`config.mk`:
```
export PLATFORM = sky130hd
export DESIGN_NAME = loop_data_replay_ctrl
export DESIGN_NICKNAME = d
export VERILOG_FILES = /design/src/rtl/loop_data_replay_ctrl.sv
export SDC_FILE = /design/constraint.sdc
export NUM_CORES = 1
export LEC_CHECK = 0
export ABC_CLOCK_PERIOD_IN_PS = 2200
export CORE_ASPECT_RATIO = 1.1
export CORE_MARGIN = 5
export CORE_UTILIZATION = 56
export DETAILED_ROUTE_END_ITERATION = 6
export DONT_BUFFER_PORTS = 1
export PLACE_DENSITY_LB_ADDON = 0.25
export SYNTH_ARGS = -nofsm -noshare
export SYNTH_HDL_FRONTEND = slang
export SYNTH_SLANG_ARGS = --single-unit
export TNS_END_PERCENT = 1
```
`constraint.sdc`:
```
create_clock -name clk -period 2.2 [get_ports clk]
set_clock_uncertainty 0.15 [all_clocks]
set_input_delay 0.44 -clock clk [delete_from_list [all_inputs] [get_ports clk]]
set_output_delay 0.44 -clock clk [all_outputs]
set_load 0.01 [all_outputs]
```
`src/rtl/loop_data_replay_ctrl.sv`:
```
// loop_data_replay_ctrl
// Buffers the channel words of one pixel, then replays them in channel order
// LOOP_NUM times so downstream conv stages can reuse each pixel per filter loop.
//
// Ports:
//   clk        rising-edge clock
//   reset      asynchronous active-low reset
//   valid_in   data_in carries a channel word
//   data_in    channel word, channel order 0..CH-1
//   ready_in   word accepted this cycle when valid_in is high (combinational)
//   data_out   replayed channel word (registered)
//   valid_out  data_out valid this cycle
//   loop_idx   loop iteration of the current data_out
//   last_out   data_out is channel CH-1 of loop LOOP_NUM-1
//   busy       replay in progress or output still pending
module loop_data_replay_ctrl #(
  parameter int unsigned DATA_WIDTH           = 2,
  parameter int unsigned CHANNEL_NUM_IN_PIXEL = 2,
  parameter int unsigned POINTER_WIDTH_LOOP   = 7,
  parameter int unsigned LOOP_NUM             = 4,
  parameter int unsigned LOOP_WIDTH           = 8
) (
  input  logic                  clk,
  input  logic                  reset,
  input  logic                  valid_in,
  input  logic [DATA_WIDTH-1:0] data_in,
  output logic                  ready_in,
  output logic [DATA_WIDTH-1:0] data_out,
  output logic                  valid_out,
  output logic [LOOP_WIDTH-1:0] loop_idx,
  output logic                  last_out,
  output logic                  busy
);

  // Buffer address width; a single-entry buffer still gets a 1-bit address.
  localparam int unsigned ADDR_W = (CHANNEL_NUM_IN_PIXEL > 1) ? $clog2(CHANNEL_NUM_IN_PIXEL) : 1;
  localparam int unsigned DEPTH  = 1 << ADDR_W;

  localparam logic [POINTER_WIDTH_LOOP-1:0] PTR_LAST  = POINTER_WIDTH_LOOP'(CHANNEL_NUM_IN_PIXEL - 1);
  localparam logic [POINTER_WIDTH_LOOP-1:0] PTR_ONE   = POINTER_WIDTH_LOOP'(1);
  localparam logic [LOOP_WIDTH-1:0]         LOOP_LAST = LOOP_WIDTH'(LOOP_NUM - 1);
  localparam logic [LOOP_WIDTH-1:0]         LOOP_ONE  = LOOP_WIDTH'(1);

  typedef enum logic {
    ST_FILL   = 1'b0,
    ST_REPLAY = 1'b1
  } state_e;

  state_e                        state_q, state_d;
  logic [POINTER_WIDTH_LOOP-1:0] wr_ptr_q, wr_ptr_d;
  logic [POINTER_WIDTH_LOOP-1:0] rd_ptr_q, rd_ptr_d;
  logic [LOOP_WIDTH-1:0]         loop_cnt_q, loop_cnt_d;
  logic [DATA_WIDTH-1:0]         buf_q [DEPTH];
  logic [DATA_WIDTH-1:0]         buf_d [DEPTH];
  logic [DATA_WIDTH-1:0]         data_out_q, data_out_d;
  logic                          valid_out_q, valid_out_d;
  logic [LOOP_WIDTH-1:0]         loop_idx_q, loop_idx_d;
  logic                          last_out_q, last_out_d;
  logic                          busy_q, busy_d;

  logic              accept_c;
  logic              fill_done_c;
  logic              rd_en_c;
  logic              rd_wrap_c;
  logic              final_rd_c;
  logic [ADDR_W-1:0] wr_addr_c;
  logic [ADDR_W-1:0] rd_addr_c;

  // Handshake and sequencing decode
  assign ready_in    = (state_q == ST_FILL);
  assign accept_c    = valid_in & ready_in;
  assign fill_done_c = accept_c & (wr_ptr_q == PTR_LAST);
  assign rd_en_c     = (state_q == ST_REPLAY);
  assign rd_wrap_c   = rd_en_c & (rd_ptr_q == PTR_LAST);
  assign final_rd_c  = rd_wrap_c & (loop_cnt_q == LOOP_LAST);
  assign wr_addr_c   = wr_ptr_q[ADDR_W-1:0];
  assign rd_addr_c   = rd_ptr_q[ADDR_W-1:0];

  // State register
  always_ff @(posedge clk or negedge reset) begin
    if (!reset) begin
      state_q <= ST_FILL;
    end else begin
      state_q <= state_d;
    end
  end

  // Next-state logic
  always_comb begin
    state_d = state_q;
    case (state_q)
      ST_FILL:   if (fill_done_c) state_d = ST_REPLAY;
      ST_REPLAY: if (final_rd_c)  state_d = ST_FILL;
    endcase
  end

  // Pointer and loop counter updates
  always_comb begin
    wr_ptr_d   = wr_ptr_q;
    rd_ptr_d   = rd_ptr_q;
    loop_cnt_d = loop_cnt_q;
    if (accept_c) begin
      wr_ptr_d = fill_done_c ? '0 : wr_ptr_q + PTR_ONE;
    end
    if (fill_done_c) begin
      rd_ptr_d   = '0;
      loop_cnt_d = '0;
    end
    if (rd_en_c) begin
      if (rd_wrap_c) begin
        rd_ptr_d   = '0;
        loop_cnt_d = final_rd_c ? '0 : loop_cnt_q + LOOP_ONE;
      end else begin
        rd_ptr_d = rd_ptr_q + PTR_ONE;
      end
    end
  end

  // Channel buffer write
  always_comb begin
    buf_d = buf_q;
    if (accept_c) begin
      buf_d[wr_addr_c] = data_in;
    end
  end

  // Output register next values; data and loop index hold while idle
  always_comb begin
    data_out_d  = data_out_q;
    loop_idx_d  = loop_idx_q;
    valid_out_d = rd_en_c;
    last_out_d  = final_rd_c;
    if (rd_en_c) begin
      data_out_d = buf_q[rd_addr_c];
      loop_idx_d = loop_cnt_q;
    end
    busy_d = (state_d == ST_REPLAY) | valid_out_d;
  end

  // Control and output registers
  always_ff @(posedge clk or negedge reset) begin
    if (!reset) begin
      wr_ptr_q    <= '0;
      rd_ptr_q    <= '0;
      loop_cnt_q  <= '0;
      data_out_q  <= '0;
      valid_out_q <= 1'b0;
      loop_idx_q  <= '0;
      last_out_q  <= 1'b0;
      busy_q      <= 1'b0;
    end else begin
      wr_ptr_q    <= wr_ptr_d;
      rd_ptr_q    <= rd_ptr_d;
      loop_cnt_q  <= loop_cnt_d;
      data_out_q  <= data_out_d;
      valid_out_q <= valid_out_d;
      loop_idx_q  <= loop_idx_d;
      last_out_q  <= last_out_d;
      busy_q      <= busy_d;
    end
  end

  // Buffer storage is deliberately left out of reset
  always_ff @(posedge clk) begin
    buf_q <= buf_d;
  end

  assign data_out  = data_out_q;
  assign valid_out = valid_out_q;
  assign loop_idx  = loop_idx_q;
  assign last_out  = last_out_q;
  assign busy      = busy_q;

endmodule

```
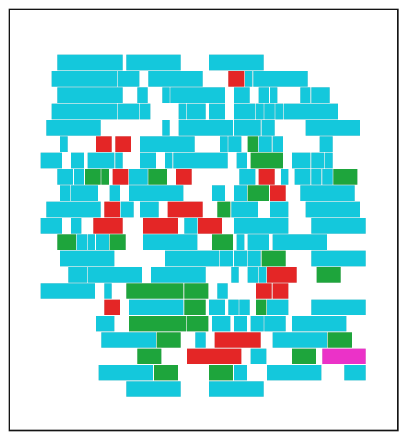
**Above:** run 1 (sizing map).
(6 px per um)
cyan -> x1 and smaller  # cells 122, share 73%, most used dfrtp_1
red -> x3 and x4  # cells 18, share 11%, most used buf_4
green -> x2  # cells 25, share 15%, most used mux2_2
magenta -> x6 and larger  # cells 1, share 0.60%, most used buf_12
nonclk buf count: 10
Post-Layout Inst Area: 2050 um^2
Final Worst Setup Slack: 0.0291 ns
area grow syn2layout: 12.2%

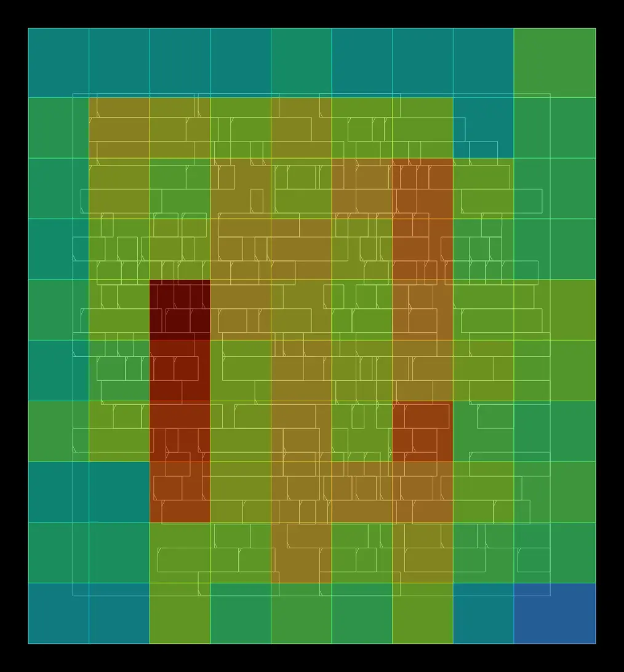
**Above:** run 1 (track usage over the die).
final core utilization: 66.3%
Global Route met3 Usage: 4.65%
GR Util met1: 18.7%
DR WL/cell: 16.5 um
gr usage total: 15.5%

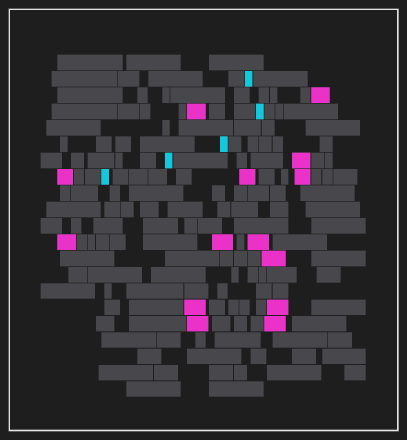
**Above:** run 1 (gate-type map).
(6 px per um)
cyan -> inv cells  # cells 5, most used inv_1
magenta -> non-inverting ao/oa cells  # cells 14
logic share of the area: 40.1%
number of standard cells in the layout, taps in and fillers out: 200

==> impl_metrics.tcl, run 1 <==
# place-and-route summary
set metrics [dict create \
    run_status "finished, final reports clean" \
    worst_setup_path_endpoint "loop_cnt_q[6]" \
    final_net_count 175 \
    sink_of_the_worst_hold_path "rd_en_c" \
    yosys_cell_count 150 \
    die_y_um 70.0 \
    leading_register_cell_type_out_of_synthesis "sky130_fd_sc_hd__dfrtp_1" \
    cts_made_buffers 5 \
    capture_instance_of_the_worst_register_to_register_path "loop_cnt_q[6]" \
    critPathLaunchType "register" \
    crit_required_ns 2.29 \
    critical_path_class "register to register" \
    preCtsSetupSlack_ns 0.0324 \
    reg2reg_setup_slack_ns 0.03 \
    cts-root-buf "sky130_fd_sc_hd__clkbuf_4" \
    drt_first_pass_iters 4 \
    warnings 29 \
    tritoncts "done" \
    power.combinational.fraction_pct 34.3 \
    post_route_cells_drive_above_1_share_pct 26.5 \
    grt_max_degree 37 \
    timing.hold.worst.start "valid_in" \
    crit_path_start "loop_cnt_q[0]" \
    initial_core_util_pct 59.0 \
    timing.critical_path.fanout_max 6 \
    cp.depth 5 \
    cellLeakagePower_nw 0.951 \
    period_minus_slack_ns 2.17 \
    rows 21 \
    timing.final.hold_violations 0 \
    clock_sinks 40 \
    most-common-layout-cells "sky130_fd_sc_hd__dfrtp_1, sky130_fd_sc_hd__nor2_1, sky130_fd_sc_hd__mux2_2, sky130_fd_sc_hd__and3_1" \
    drtIter0Drc 59 \
    antenna_found_initial 0 \
    h-tree-depth 2 \
    core_area_um2 3100 \
    cap_viol_max_count 0 \
    switching_share_pct 38.0 \
    sequentialPowerShare_pct 50.7 \
    first_pass_grt_wire_length_mm 5.49 \
    top_area_share_pct 49.2 \
    fin_crit_sh_pct 98.7 \
    hold_buffers_post_cts 2 \
    holdWs_ns 0.156 \
    worst_ep_arrival_time_ns 2.26 \
    critical-path-top-delay-family "simple AND/OR/NAND/NOR gates" \
    synthMuxAreaShare_pct 7.18 \
    route.final.wire_length_mm 3.30 \
    first_global_vias 1184 \
    ant_nets 0 \
    vias_per_cell 6.05 \
    syn_avg_cell_area_um2 12.2 \
    fin_total_pwr_w 0.00235 \
    synth-seq-area-share_pct 55.8 \
    peakVddDrop_uv 651 \
    routed-via-count 1209 \
    die.size.x_um 64.5 \
    detailed_place_hpwl_mm 2.28 \
    rsz_0062_raised_after_global_routing "true" \
    simple_gate_area_share_pct 19.5 \
    timing.final.max_slew_violations 0 \
    tightest_slew_ns 0.500 \
    gr_overflow_total 0 \
    final.setup.tns_ns 0 \
    common_cells "sky130_fd_sc_hd__dfrtp_1, sky130_fd_sc_hd__mux2_2, sky130_fd_sc_hd__nor2_1" \
    max_freq_mhz 461 \
    die_footprint_um2 4510 \
    worst_setup_path_end_kind "register" \
    final.fill_count 254 \
    postPlaceCellArea_um2 1900 \
    placed_cells_incl_taps 187 \
    worstRegToRegCells 5 \
    post_synth_main_logic_family "simple AND/OR/NAND/NOR gates" \
    synth.net_count 160 \
    enable_flop_cells 4 \
    clk-insertion-delay-late_ns 0.34 \
    synth.largest_area_cell "sky130_fd_sc_hd__dfrtp_1" \
    clock_power_share_pct 15.0 \
    critical_path.max_stage_delay_ns 0.48 \
    yosys_warnings 0 \
    reg2reg_from "loop_cnt_q[0]" \
    place.port_buffers 0 \
    synthTopCellsByArea "sky130_fd_sc_hd__dfrtp_1, sky130_fd_sc_hd__edfxtp_1, sky130_fd_sc_hd__mux2_2, sky130_fd_sc_hd__ha_1, sky130_fd_sc_hd__and3_1" \
    synth_cell_type_count 41 \
    synthAdderAreaFrac_pct 3.42 \
    most_heavily_used_metal_layer_in_global_routing "met2" \
    synth-xor-area-share_pct 2.39 \
    most_common_cell "sky130_fd_sc_hd__dfrtp_1" \
    aoi_share_pct 10.3 \
    synthArstFlopShare_pct 90.0 \
    final_common_cell "sky130_fd_sc_hd__dfrtp_1" \
    worst_setup_hold_path_clk_slew_ns 0.12 \
    report.final.setup_viol 0 \
    timing.hold.worst.class "input port to register" \
    cts.path.max_buffers 2 \
    antenna_cells 0 \
    synth.yosys.chip_area_um2 1830 \
    postCtsSetupRepairBufs 0 \
    worstPathCellList "ha_4, or4b_4, nor4_4, nor2_4, a221o_2" \
    met2_use_gr_pct 26.0 \
    synthesis.instances 150 \
    critPathBufInv 0 \
    ys_ff 40 \
    gp_congestion 0.833 \
    max_slew_margin_pct 66.7 \
    drc_errors 0 \
    hold_depth 2 \
    mappedNetlistArea_um2 1830 \
    p_sw_w 0.000890 \
    cts_resized 0 \
    crit_slowest_cell "sky130_fd_sc_hd__or4b_4" \
    powerDensity_nw_per_um2 1140 \
    ioPinCount 19 \
    p_int_w 0.00146 \
]
## run 1: final cells by class
cell class,count,area (um^2),share of cell area (%)
tap,34,42.5,2.07
clock buffer,5,37.5,1.83
inverter,5,18.8,0.914
clock inverter,3,13.8,0.670
timing repair buffer,10,95.1,4.63
sequential,40,1020,49.8
multi-input combinational,103,823,40.1
## run 1: power groups by stage
stage	Clock, W	Sequential (W)	Combinational, W
after global placement	0	0.00118	0.000689
after global routing	0.000406	0.00121	0.000893
after CTS	0.000363	0.00117	0.000740
after detailed placement	0	0.00119	0.000718
after floorplan	0	0.00113	0.000556
final	0.000351	0.00119	0.000806
## run 1: routing by layer
metal / routed length, um / up-vias
li1: - / 592
met1: 1460 / 593
met2: 1680 / 20
met3: 129 / 4
met4: 33 / 0
met5: 0 / -
**Run 1: met3 routing**

(4 px per um)
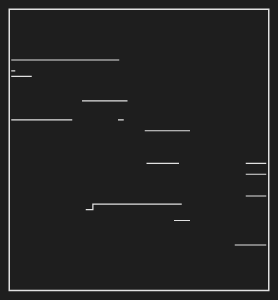

==> run 1 -> run 2 <==
--- a/config.mk
+++ b/config.mk
@@ -5,10 +5,10 @@
 export SDC_FILE = /design/constraint.sdc
 export NUM_CORES = 1
 export LEC_CHECK = 0
-export ABC_CLOCK_PERIOD_IN_PS = 2200
+export ABC_CLOCK_PERIOD_IN_PS = 2700
 export CORE_ASPECT_RATIO = 1.1
 export CORE_MARGIN = 5
-export CORE_UTILIZATION = 56
+export CORE_UTILIZATION = 30
 export DETAILED_ROUTE_END_ITERATION = 6
 export DONT_BUFFER_PORTS = 1
 export PLACE_DENSITY_LB_ADDON = 0.25
==> constraint.sdc (replaced) <==
create_clock -name clk -period 2.7 [get_ports clk]
set_clock_uncertainty 0.15 [all_clocks]
set_input_delay 0.54 -clock clk [delete_from_list [all_inputs] [get_ports clk]]
set_output_delay 0.54 -clock clk [all_outputs]
set_load 0.01 [all_outputs]
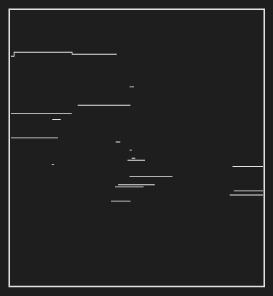
**Above:** run 2 (met3 routing).
(3 px per um)
main direction = horizontal
share of all routed wire = 5.0%
wire length on this layer = 173 um
nets with wire on the layer = 11
longest straight run = 20.0 um
wirelength, routed: 3.50 mm
vias after detailed routing: 1189
Global Route met3 Usage: 3.32%

==> run 2 against run 1 <==
Against the previous run:
- maximum frequency is 2.3% lower
- synthesized cell count stayed put
- utilization is 31 points lower
- combinational power is 34% lower
- total power is 15% lower
- die size is 72% higher
- synthesized area stayed put
- critical path depth is 1 higher
- via count is 1.7% lower
- sequential share of layout area is 0.27 points lower
- worst hold slack better by 0.035 ns
- critical path type unchanged
- critical endpoint is now loop_cnt_q[4]
- largest cell class unchanged
==> impl_metrics.tcl, run 2 <==
# place-and-route summary
set metrics [dict create \
    placed_cells_incl_taps 225 \
    synthMuxAreaShare_pct 7.18 \
    final.setup.tns_ns 0 \
    worst_setup_hold_path_clk_slew_ns 0.08 \
    run_status "finished, final reports clean" \
    sequentialPower_w 0.000993 \
    pg_comb_w 0.000529 \
    synth-seq-area-share_pct 55.8 \
    cts_made_buffers 5 \
    well_tap_count 77 \
    postPlaceCellArea_um2 1920 \
    critPathBufInv 1 \
    gr_overflow_total 0 \
    fin_total_pwr_w 0.00201 \
    most-common-layout-cells "sky130_fd_sc_hd__dfrtp_1, sky130_fd_sc_hd__nor2_1, sky130_fd_sc_hd__mux2_2, sky130_fd_sc_hd__nand3_1, sky130_fd_sc_hd__and3_1" \
    layout.area.seq_um2 1020 \
    cts-root-buf "sky130_fd_sc_hd__clkbuf_8" \
    clock_sinks 40 \
    first_global_vias 1287 \
    drt_first_pass_iters 4 \
    largest_class "registers" \
    cap_viol_max_count 0 \
    syn_avg_cell_area_um2 12.2 \
    timing.critical_path.fanout_max 8 \
    post_synth_main_logic_family "simple AND/OR/NAND/NOR gates" \
    ant_nets 0 \
    drc_errors 0 \
    signal_buffer_area_fraction_pct 1.46 \
    timing.final.hold_violations 0 \
    holdWs_ns 0.191 \
    top_area_share_pct 49.2 \
    die_y_um 91.9 \
    synth.yosys.chip_area_um2 1830 \
    seq_share_pct 49.5 \
    synthAdderAreaFrac_pct 3.42 \
    worst_setup_path_end_kind "register" \
    preCtsSetupSlack_ns 0.480 \
    tightest_slew_ns 0.731 \
    leading_register_cell_type_out_of_synthesis "sky130_fd_sc_hd__dfrtp_1" \
    final_net_count 167 \
    nFlopsAndLatches 40 \
    top_power_group "registers" \
    synth-xor-area-share_pct 2.39 \
    gp_congestion 0.836 \
    drt-wirelength-per-cell_um 14.9 \
    ys_ff 40 \
    critical_path.max_stage_delay_ns 0.47 \
    cellLeakagePower_nw 0.932 \
    timing.final.max_slew_violations 0 \
    clk-insertion-delay-late_ns 0.29 \
    enable_flop_cells 4 \
    timing.hold.worst.class "input port to register" \
    yosys_warnings 0 \
    synth.largest_area_cell "sky130_fd_sc_hd__dfrtp_1" \
    antenna_found_initial 0 \
    clock_power_share_pct 24.1 \
    n_all_buffers 2 \
    yosys_cell_count 150 \
    post_route_cells_drive_above_1_share_pct 20.3 \
    synth_cell_type_count 41 \
    critical-path-top-delay-family "simple AND/OR/NAND/NOR gates" \
    simple_gate_area_share_pct 19.5 \
    crit_required_ns 2.72 \
    p_sw_w 0.000713 \
    mi_comb_cells 103 \
    final.fill_count 581 \
    core_area_um2 5840 \
    cts_resized 0 \
    synth.net_count 160 \
    switching_share_pct 35.6 \
    power_clock_w 0.000484 \
    max_freq_mhz 450 \
    initial_core_util_pct 31.3 \
    rsz_0062_raised_after_global_routing "false" \
    mappedNetlistArea_um2 1830 \
    global_route.usage.total_pct 10.0 \
    comb_area_share_pct 38.0 \
    max_slew_margin_pct 51.2 \
    detail_route.wirelength.met1_mm 1.49 \
    grt_max_degree 37 \
    report.final.setup_viol 0 \
    vias_per_cell 5.06 \
    detailed_place_hpwl_mm 2.45 \
    finish.utilization_pct 35.3 \
    synthTopCellsByArea "sky130_fd_sc_hd__dfrtp_1, sky130_fd_sc_hd__edfxtp_1, sky130_fd_sc_hd__mux2_2, sky130_fd_sc_hd__ha_1, sky130_fd_sc_hd__and3_1" \
    final_cells 235 \
    h-tree-depth 2 \
    power.combinational.fraction_pct 26.4 \
    most_common_cell "sky130_fd_sc_hd__dfrtp_1" \
    top_signal_layer_used "met4" \
    powerDensity_nw_per_um2 973 \
    worst_ep_arrival_time_ns 2.25 \
    multi_input_comb_area_um2 783 \
    cts.path.max_buffers 2 \
    crit_slowest_cell "sky130_fd_sc_hd__or4b_4" \
    tritoncts "done" \
    peakVddDrop_uv 317 \
    wl_met3_um 172 \
]
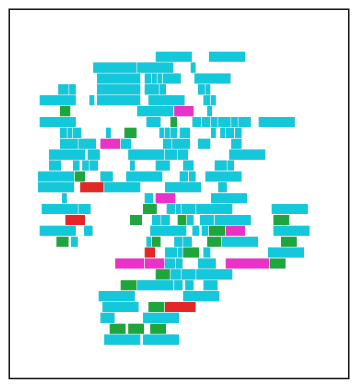
**Above:** run 2 (sizing map).
(4 px per um)
red -> x3 and x4  # cells 4, share 2.5%
cyan -> x1 and smaller  # cells 126, share 80%, most used dfrtp_1
magenta -> x6 and larger  # cells 7, share 4.4%, most used clkbuf_8
green -> x2  # cells 21, share 13%, most used mux2_2
Post-Layout Inst Area: 2060 um^2
area grow syn2layout: 12.6%
Final Worst Setup Slack: 0.477 ns

[run 2: repair_timing]
action	4_1_cts	5_1_grt
endpoints found under the setup margin	0	0
hold buffers	2	0
hold endpoints to repair	36	0
setup buffers	0	0
[run 2: metal layers]
layer	up-vias	track usage [%]
li1	569	-
met1	587	11.7
met2	24	16.8
met3	9	3.32
met4	0	4.35
met5	-	0
[run 2: path summary, 6_finish.rpt]
path                            endpoint  slack (ns)  cells after the start   startpoint
min reg2reg                  wr_ptr_q[4]        0.36                      1  wr_ptr_q[4]
max in group asynchronous    loop_idx[1]        1.67                      2        reset
max reg2reg                loop_cnt_q[4]        0.48                      6  wr_ptr_q[1]
min in group asynchronous    rd_ptr_q[0]        0.55                      2        reset
max                        loop_cnt_q[4]        0.48                      6  wr_ptr_q[1]
min                             buf_q[1]        0.19                      0   data_in[1]
**Run 2: M2 wires**

(3 px per um)
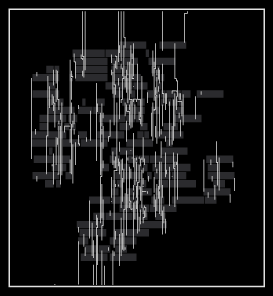

==> run 2 -> run 3 <==
--- a/config.mk
+++ b/config.mk
@@ -5,7 +5,7 @@
 export SDC_FILE = /design/constraint.sdc
 export NUM_CORES = 1
 export LEC_CHECK = 0
-export ABC_CLOCK_PERIOD_IN_PS = 2700
+export ABC_CLOCK_PERIOD_IN_PS = 2200
 export CORE_ASPECT_RATIO = 1.1
 export CORE_MARGIN = 5
 export CORE_UTILIZATION = 30
==> constraint.sdc (replaced) <==
create_clock -name clk -period 2.2 [get_ports clk]
set_clock_uncertainty 0.15 [all_clocks]
set_input_delay 0.44 -clock clk [delete_from_list [all_inputs] [get_ports clk]]
set_output_delay 0.44 -clock clk [all_outputs]
set_load 0.01 [all_outputs]
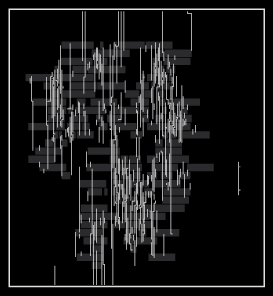
**Above:** run 3 (M2 wires).
(3 px per um)
wire length on this layer = 1920 um
share of all routed wire = 53%
main direction = vertical
wirelength, routed: 3.65 mm
vias after detailed routing: 1234

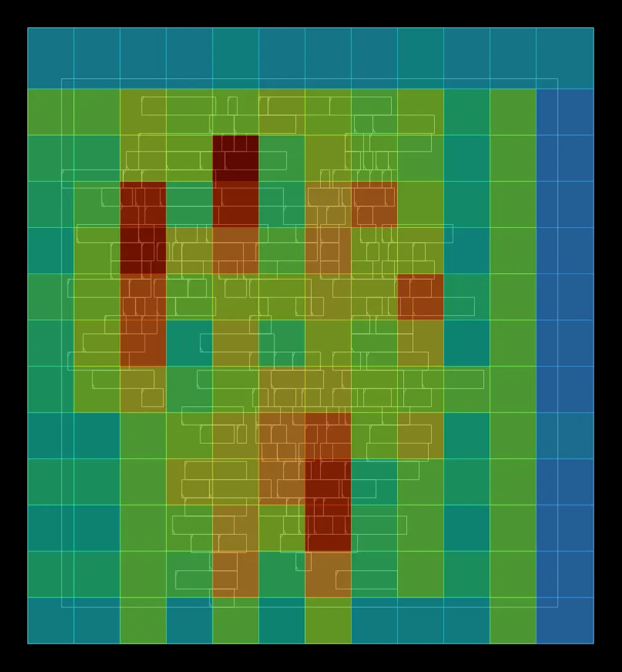
**Above:** run 3 (track usage over the die).
most heavily used metal layer in global routing: met2
final core utilization: 37.3%
gr usage total: 9.93%
DR WL/cell: 15.0 um
Global Route met3 Usage: 3.14%

==> run 3 against run 2 <==
Against the previous run:
- setup slack lost 0.42 ns
- clock-buffer cell count grew 1
- first-iteration DRC count shrank 63%
- utilization grew 2.1 points
- critical endpoint is now loop_cnt_q[6]
==> impl_metrics.tcl, run 3 <==
# place-and-route summary
set metrics [dict create \
    run_status "finished, final reports clean" \
    final.setup.tns_ns 0 \
    crit_path_start "loop_cnt_q[0]" \
    tightest_slew_ns 0.546 \
    critical_path_class "register to register" \
    clk-insertion-delay-late_ns 0.30 \
    final_common_cell "sky130_fd_sc_hd__dfrtp_1" \
    initial_core_util_pct 31.3 \
    p_sw_w 0.000910 \
    leading_register_cell_type_out_of_synthesis "sky130_fd_sc_hd__dfrtp_1" \
    report.final.setup_viol 0 \
    drtIter0Drc 42 \
    detailed_place_hpwl_mm 2.69 \
    power.combinational.fraction_pct 29.4 \
    switching_share_pct 32.7 \
    synth.largest_area_cell "sky130_fd_sc_hd__dfrtp_1" \
    final_design_area_no_fill_um2 2180 \
    reg2reg_setup_slack_ns 0.06 \
    drt_first_pass_iters 4 \
    p_int_w 0.00187 \
    tritoncts "done" \
    die_footprint_um2 7770 \
    top_power_group "registers" \
    clock_power_share_pct 28.0 \
    wl_met3_um 145 \
    mappedNetlistArea_um2 1830 \
    worst_setup_path_end_kind "register" \
    holdWs_ns 0.0906 \
    synth-seq-area-share_pct 55.8 \
    post_route_cells_drive_above_1_share_pct 25.9 \
    common_cells "sky130_fd_sc_hd__dfrtp_1, sky130_fd_sc_hd__mux2_2, sky130_fd_sc_hd__nor2_1" \
    most_common_cell "sky130_fd_sc_hd__dfrtp_1" \
    worst_setup_hold_path_clk_slew_ns 0.07 \
    timing.critical_path.fanout_max 6 \
    top_signal_layer_used "met4" \
    final_net_count 175 \
    worstPathCellList "ha_2, or4b_4, nor4_4, nor2_4, a221o_2" \
    sink_of_the_worst_hold_path "buf_q[1]" \
    final_cells 243 \
    pg_comb_w 0.000818 \
    hold_depth 0 \
    postPlaceCellArea_um2 1980 \
    ys_ff 40 \
    worstRegToRegCells 5 \
    power_clock_w 0.000778 \
    yosys_cell_count 150 \
    worst_ep_arrival_time_ns 2.17 \
    drc_errors 0 \
    synthesis.instances 150 \
    die_y_um 91.9 \
    max_slew_margin_pct 63.6 \
    critPathLaunchType "register" \
    synthTopCellsByArea "sky130_fd_sc_hd__dfrtp_1, sky130_fd_sc_hd__edfxtp_1, sky130_fd_sc_hd__mux2_2, sky130_fd_sc_hd__ha_1, sky130_fd_sc_hd__and3_1" \
    period_minus_slack_ns 2.14 \
    warnings 28 \
    synth_cell_type_count 41 \
    cellLeakagePower_nw 0.998 \
    synthArstFlopShare_pct 90.0 \
    hold_buffers_post_cts 2 \
    crit_required_ns 2.23 \
    cts.path.max_buffers 2 \
    timing.final.hold_violations 0 \
    timing.final.max_slew_violations 0 \
    antenna_cells 0 \
    first_pass_grt_wire_length_mm 6.22 \
    max_freq_mhz 467 \
    critical-path-top-delay-family "simple AND/OR/NAND/NOR gates" \
    timing.hold.worst.start "data_in[1]" \
    enable_flop_cells 4 \
    top_area_share_pct 49.2 \
    met2_use_gr_pct 16.6 \
    core_area_um2 5840 \
    h-tree-depth 2 \
    placed_cells_incl_taps 233 \
    peakVddDrop_uv 550 \
    capture_instance_of_the_worst_register_to_register_path "loop_cnt_q[6]" \
    gr_overflow_total 0 \
    cts_made_buffers 5 \
    met2RoutedLength_mm 1.92 \
    detail_route.wirelength.met1_mm 1.53 \
]
[run 3: logic make-up (layout without fill, tap and decap cells)]
logic type,count (synthesis),in the layout,share of synthesized area [%]
multiplexers,12,12,7.18
buffers and inverters,7,23,1.44
AND-OR/OR-AND,24,24,10.3
XOR/XNOR,5,5,2.39
flip-flops,40,40,55.8
AND/OR/NAND/NOR,57,57,19.5
adder cells (fa/ha/maj),5,5,3.42
[run 3: final cells by class]
| cell class | instances | area [um^2] |
|---|---|---|
| fillers | 556 | 3660 |
| inverters | 5 | 18.8 |
| clock inverters | 2 | 60.1 |
| well taps | 77 | 96.3 |
| repair buffers | 10 | 90.1 |
| flip-flops and latches | 40 | 1020 |
| clock buffers | 6 | 93.8 |
| multi-input cells | 103 | 801 |
Power figures rest on the tool's default switching activity, not on a simulated workload.
